## config.mk

```make
export PLATFORM = sky130hd
export DESIGN_NAME = codificador_4b5b
export DESIGN_NICKNAME = d
export VERILOG_FILES = /design/src/rtl/codificador_4b5b_pkg.sv /design/src/rtl/codificador_4b5b_lut.sv /design/src/rtl/codificador_4b5b.sv
export SDC_FILE = /design/constraint.sdc
export NUM_CORES = 1
export LEC_CHECK = 0
export CAP_MARGIN = 20
export CORE_AREA = 10 10 47 49
export CTS_CLUSTER_SIZE = 30
export DETAILED_ROUTE_END_ITERATION = 16
export DIE_AREA = 0 0 57 59
export PLACE_DENSITY = 0.51
export SLEW_MARGIN = 20
export SYNTH_ARGS = -nofsm -noshare
export SYNTH_HDL_FRONTEND = slang
export SYNTH_SLANG_ARGS = --single-unit
```

## constraint.sdc

```tcl
create_clock -name clk -period 1.35 [get_ports clk]
set_clock_uncertainty 0.05 [all_clocks]
set_input_delay 0.27 -clock clk [delete_from_list [all_inputs] [get_ports clk]]
set_output_delay 0.27 -clock clk [all_outputs]
set_load 0.01 [all_outputs]
```

## src/rtl/codificador_4b5b_pkg.sv

```systemverilog
// ---------------------------------------------------------------------------
// codificador_4b5b_pkg
// Shared types and constants for the 4B/5B line encoder (FDDI / 100BASE-X).
//   nibble_t   : 4-bit data nibble {a,b,c,d}, bit 3 = a
//   symbol_t   : 5-bit line symbol {m1..m5}, bit 4 = m1 (first on the line)
//   IDLE_CODE  : symbol presented after reset (4B/5B IDLE, 11111)
//   enc4b5b()  : the 16-entry data code table
// ---------------------------------------------------------------------------
package codificador_4b5b_pkg;

    typedef logic [3:0] nibble_t;
    typedef logic [4:0] symbol_t;

    localparam symbol_t IDLE_CODE = 5'b11111;

    // Every data code has at most one leading zero and at most two trailing
    // zeros, which bounds run length on the line once serialized.
    function automatic symbol_t enc4b5b(input nibble_t n);
        symbol_t s;
        case (n)
            4'h0: s = 5'b11110;
            4'h1: s = 5'b01001;
            4'h2: s = 5'b10100;
            4'h3: s = 5'b10101;
            4'h4: s = 5'b01010;
            4'h5: s = 5'b01011;
            4'h6: s = 5'b01110;
            4'h7: s = 5'b01111;
            4'h8: s = 5'b10010;
            4'h9: s = 5'b10011;
            4'hA: s = 5'b10110;
            4'hB: s = 5'b10111;
            4'hC: s = 5'b11010;
            4'hD: s = 5'b11011;
            4'hE: s = 5'b11100;
            4'hF: s = 5'b11101;
            default: s = IDLE_CODE;
        endcase
        return s;
    endfunction

endpackage

```

## src/rtl/codificador_4b5b_lut.sv

```systemverilog
// ---------------------------------------------------------------------------
// enc4b5b_lut
// Purely combinational nibble -> 4B/5B symbol table.
//   i_nibble : 4-bit data nibble
//   o_symbol : 5-bit encoded symbol
// ---------------------------------------------------------------------------
module enc4b5b_lut
    import codificador_4b5b_pkg::*;
(
    input  nibble_t i_nibble,
    output symbol_t o_symbol
);

    assign o_symbol = enc4b5b(i_nibble);

endmodule

```

## src/rtl/codificador_4b5b.sv

```systemverilog
// ---------------------------------------------------------------------------
// codificador_4b5b
// 4-bit to 5-bit line encoder with a registered output symbol.
//   clk        : system clock, rising edge
//   reset      : asynchronous, active-high; forces IDLE symbol, clears valid
//   a,b,c,d    : nibble bits 3..0 (a = MSB)
//   ready      : load strobe; nibble captured when high at a clock edge
//   m1..m5     : symbol bits 4..0 (m1 = MSB, first bit on the line)
//   valid      : high for one cycle after each accepted nibble
// Outputs come straight from flops; latency is one clock.
// ---------------------------------------------------------------------------
module codificador_4b5b
    import codificador_4b5b_pkg::*;
(
    input  logic clk,
    input  logic reset,
    input  logic a,
    input  logic b,
    input  logic c,
    input  logic d,
    input  logic ready,
    output logic m1,
    output logic m2,
    output logic m3,
    output logic m4,
    output logic m5,
    output logic valid
);

    nibble_t w_nibble;
    symbol_t w_symbol;
    symbol_t r_symbol;
    logic    r_valid;

    assign w_nibble = {a, b, c, d};

    enc4b5b_lut u_lut (
        .i_nibble (w_nibble),
        .o_symbol (w_symbol)
    );

    // The symbol holds between strobes so the serializer always has a
    // stable code; valid marks only the cycle after a fresh capture.
    always_ff @(posedge clk or posedge reset) begin
        if (reset) begin
            r_symbol <= IDLE_CODE;
            r_valid  <= 1'b0;
        end else begin
            r_valid <= ready;
            if (ready) begin
                r_symbol <= w_symbol;
            end
        end
    end

    assign {m1, m2, m3, m4, m5} = r_symbol;
    assign valid                = r_valid;

endmodule

```

==> results.sh <==
# flow metrics
export IMPL_clock_path_buffers=2
export IMPL_n_antenna_cell=0
export IMPL_yosysCellCount=27
export IMPL_reg2reg_depth=2
export IMPL_grt_max_degree=9
export IMPL_track_usage_pct=4.293
export IMPL_area_growth_pct=57.82
export IMPL_dieArea_um2=3363
export IMPL_hold_path_class="in2async"
export IMPL_openroad_warnings=26
export IMPL_synthDistinctLibCells=12
export IMPL_rsz0062_at_grt="no"
export IMPL_nNetsFinal=51
export IMPL_worstSetupPathType="reg2out"
export IMPL_cts_hold_fix_buffers=0
export IMPL_outcome="completed"
export IMPL_fin_area_um2=416.7
export IMPL_drc=0
export IMPL_cts_root_buffer="clkbuf_4"
export IMPL_clkSinkCount=6
export IMPL_fill_cells=162
export IMPL_syn_inst=27
export IMPL_ff2ff_setup_slack_ps=560
export IMPL_cellLeakagePower_nw=0.1844
export IMPL_ys_flops=6
export IMPL_antenna_found_initial=0
export IMPL_hpwl_um=558.4
export IMPL_drv_cap=0
export IMPL_grt_pass1_vias=252
export IMPL_critPathSlowestCell="dfstp_2"
export IMPL_drv_slew=0
export IMPL_fp_util_pct=18.84
export IMPL_vdd_ir_drop_max_uv=320.8
export IMPL_finalPower_uw=475.6
export IMPL_fp_row_count=14
export IMPL_syn_area_um2=264.0
export IMPL_viasPerCell=4.068
export IMPL_die_w_um=57
export IMPL_p_per_area_nw_per_um2=1142
export IMPL_wl_per_cell_um=11.83
-- power by group --
group,switching [mW],internal [mW]
Sequential,0.00754,0.207
Combinational,0.0409,0.0455
Clock,0.0625,0.112
Total,0.111,0.365
-- area by class of cell --
type	instances	area, um2	area share [%]
Inverter	3	11.26	2.703
Multi-Input combinational cell	17	91.34	21.92
Timing Repair Buffer	13	111.4	26.73
Clock buffer	4	26.28	6.306
Sequential cell	6	156.4	37.54
Tap cell	16	20.02	4.805
-- routing by layer --
layer	track usage (%)	routed length, um	vias to the layer above	part of all wire [%]
li1	-	-	122	-
met1	4.436	303	108	43
met2	5.736	298	8	43
met3	3.433	85	2	12
met4	3.020	11	0	1.6
met5	0	0	-	0
-- worst max-delay path by stage --
stage / startpoint / to / slack, ps / cells past startpoint
final: r_symbol[2]$_DFFE_PP1P_ / m3 / 40 / 1
after global routing: r_symbol[2]$_DFFE_PP1P_ / m3 / 1 / 1
after CTS: r_symbol[0]$_DFFE_PP1P_ / m5 / 6 / 1
after detailed placement: r_symbol[0]$_DFFE_PP1P_ / m5 / -20 / 1
after global placement: c / r_symbol[1]$_DFFE_PP1P_ / -20 / 4
after floorplan: ready / r_symbol[0]$_DFFE_PP1P_ / 490 / 2
-- cells in the final DEF (no fill, tap or decap) --
| cell type | netlist | layout |
|---|---|---|
| clkdlybuf4s50_1 | 0 | 6 |
| mux2_4 | 1 | 1 |
| dlygate4sd2_1 | 0 | 1 |
| o21ai_1 | 1 | 1 |
| inv_1 | 3 | 3 |
| nor3_1 | 1 | 1 |
| o311ai_1 | 1 | 1 |
| nand3_1 | 1 | 1 |
| nand2b_1 | 1 | 1 |
| clkbuf_1 | 0 | 1 |
| dfstp_2 | 5 | 5 |
| clkdlybuf4s15_1 | 0 | 2 |
| a21oi_1 | 4 | 4 |
| dfrtp_1 | 1 | 1 |
| buf_4 | 0 | 1 |
| nor2_1 | 7 | 7 |
| clkbuf_4 | 0 | 3 |
| clkbuf_2 | 0 | 3 |
-- kinds of logic (layout without fill, tap and decap cells) --
group           count (synthesis)  after routing  share of synthesized area, %
mux                             1              1                         5.686
compound gates                  6              6                         12.80
buf+inv                         4             20                         6.159
simple gates                   10             10                         16.11
flops                           6              6                         59.24
-- stage by stage --
| stage | setup slack, ps | cells | TNS [ps] | hold slack (ps) |
|---|---|---|---|---|
| final | 42.39 | 59 | 0 | 193.2 |
| after CTS | 6.039 | 59 | 0 | 191.3 |
| after global placement | -24.37 | 55 | -85.60 | 404.5 |
| after detailed placement | -18.77 | 55 | -77.10 | 409.1 |
| after floorplan | 492.9 | 27 | 0 | 7.329 |
| after global routing | 1.001 | 59 | 0 | 203.0 |
-- synth_stat cells (all sizes together) --
master	count	area (um2)
dfrtp	1	25.02
nand3	1	5.000
nor3	1	5.000
buf	1	5.000
dfstp	5	131.4
inv	3	11.26
o21ai	1	5.000
o311ai	1	8.760
nand2b	1	6.260
nor2	7	26.28
a21oi	4	20.02
mux2	1	15.01
-- flip-flops by register name, summed over array words and instances, names as in the netlist --
signal / flops
r_symbol: 5
valid: 1
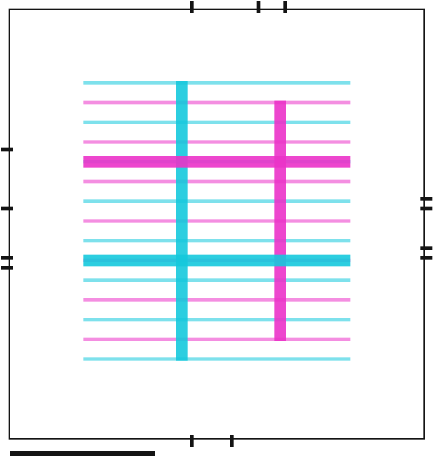
*Floorplan with the power grid*
Scale bar: 20 um. Pins as bars on the die edge.
legend:
  VSS:
    colour: cyan
  VDD:
    colour: magenta
signal pins: 13
met5 straps: 2

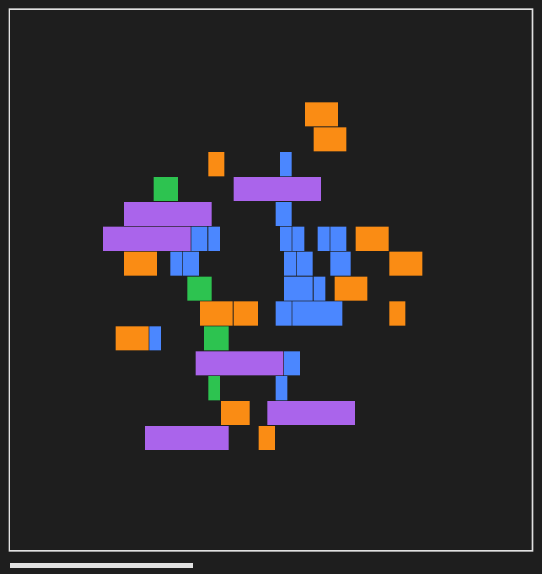
*Cell classes on the final placement*
Scale bar: 20 um.
legend:
  other buffers and delay cells:
    colour: orange
    cells: 13
    share_of_their_area: 28%
  clock drivers and dummy loads:
    colour: green
    cells: 4
    share_of_their_area: 6.6%
  flip-flops:
    colour: purple
    cells: 6
    share_of_their_area: 39%
  all other logic:
    colour: blue
    cells: 20
    share_of_their_area: 26%

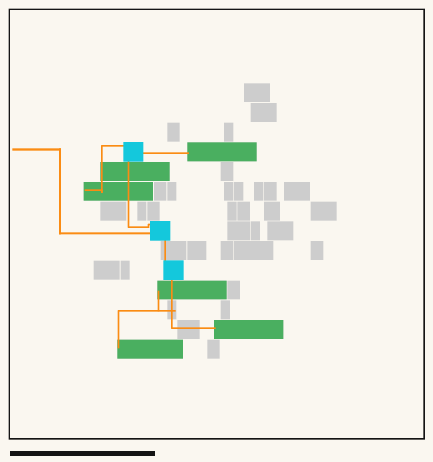
*Clock network drawn from the DEF*
Scale bar: 20 um.
legend:
  clock wires:
    colour: orange
    length: 101 um
  cells driving clock nets:
    colour: cyan
    count: 3
  flip-flops:
    colour: green
    count: 6
routed clock nets: 4
worst skew pair latency: 240 ps
P_clk: 174 uW
Clk pwr share: 36.6%

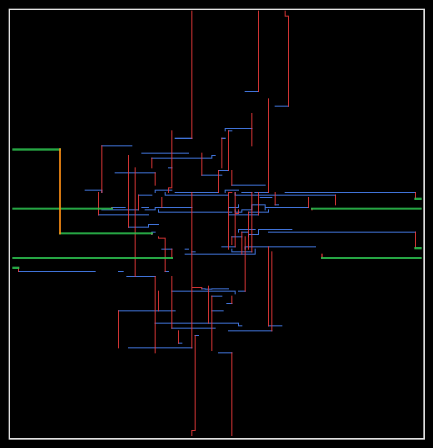
*Wiring by layer*
legend:
  met3:
    colour: green
    wire_length: 85.1 um
  met2:
    colour: red
    wire_length: 299 um
  met4:
    colour: orange
    wire_length: 11.6 um
  met1:
    colour: blue
    wire_length: 304 um

Power is estimated from default activity; no workload was simulated.
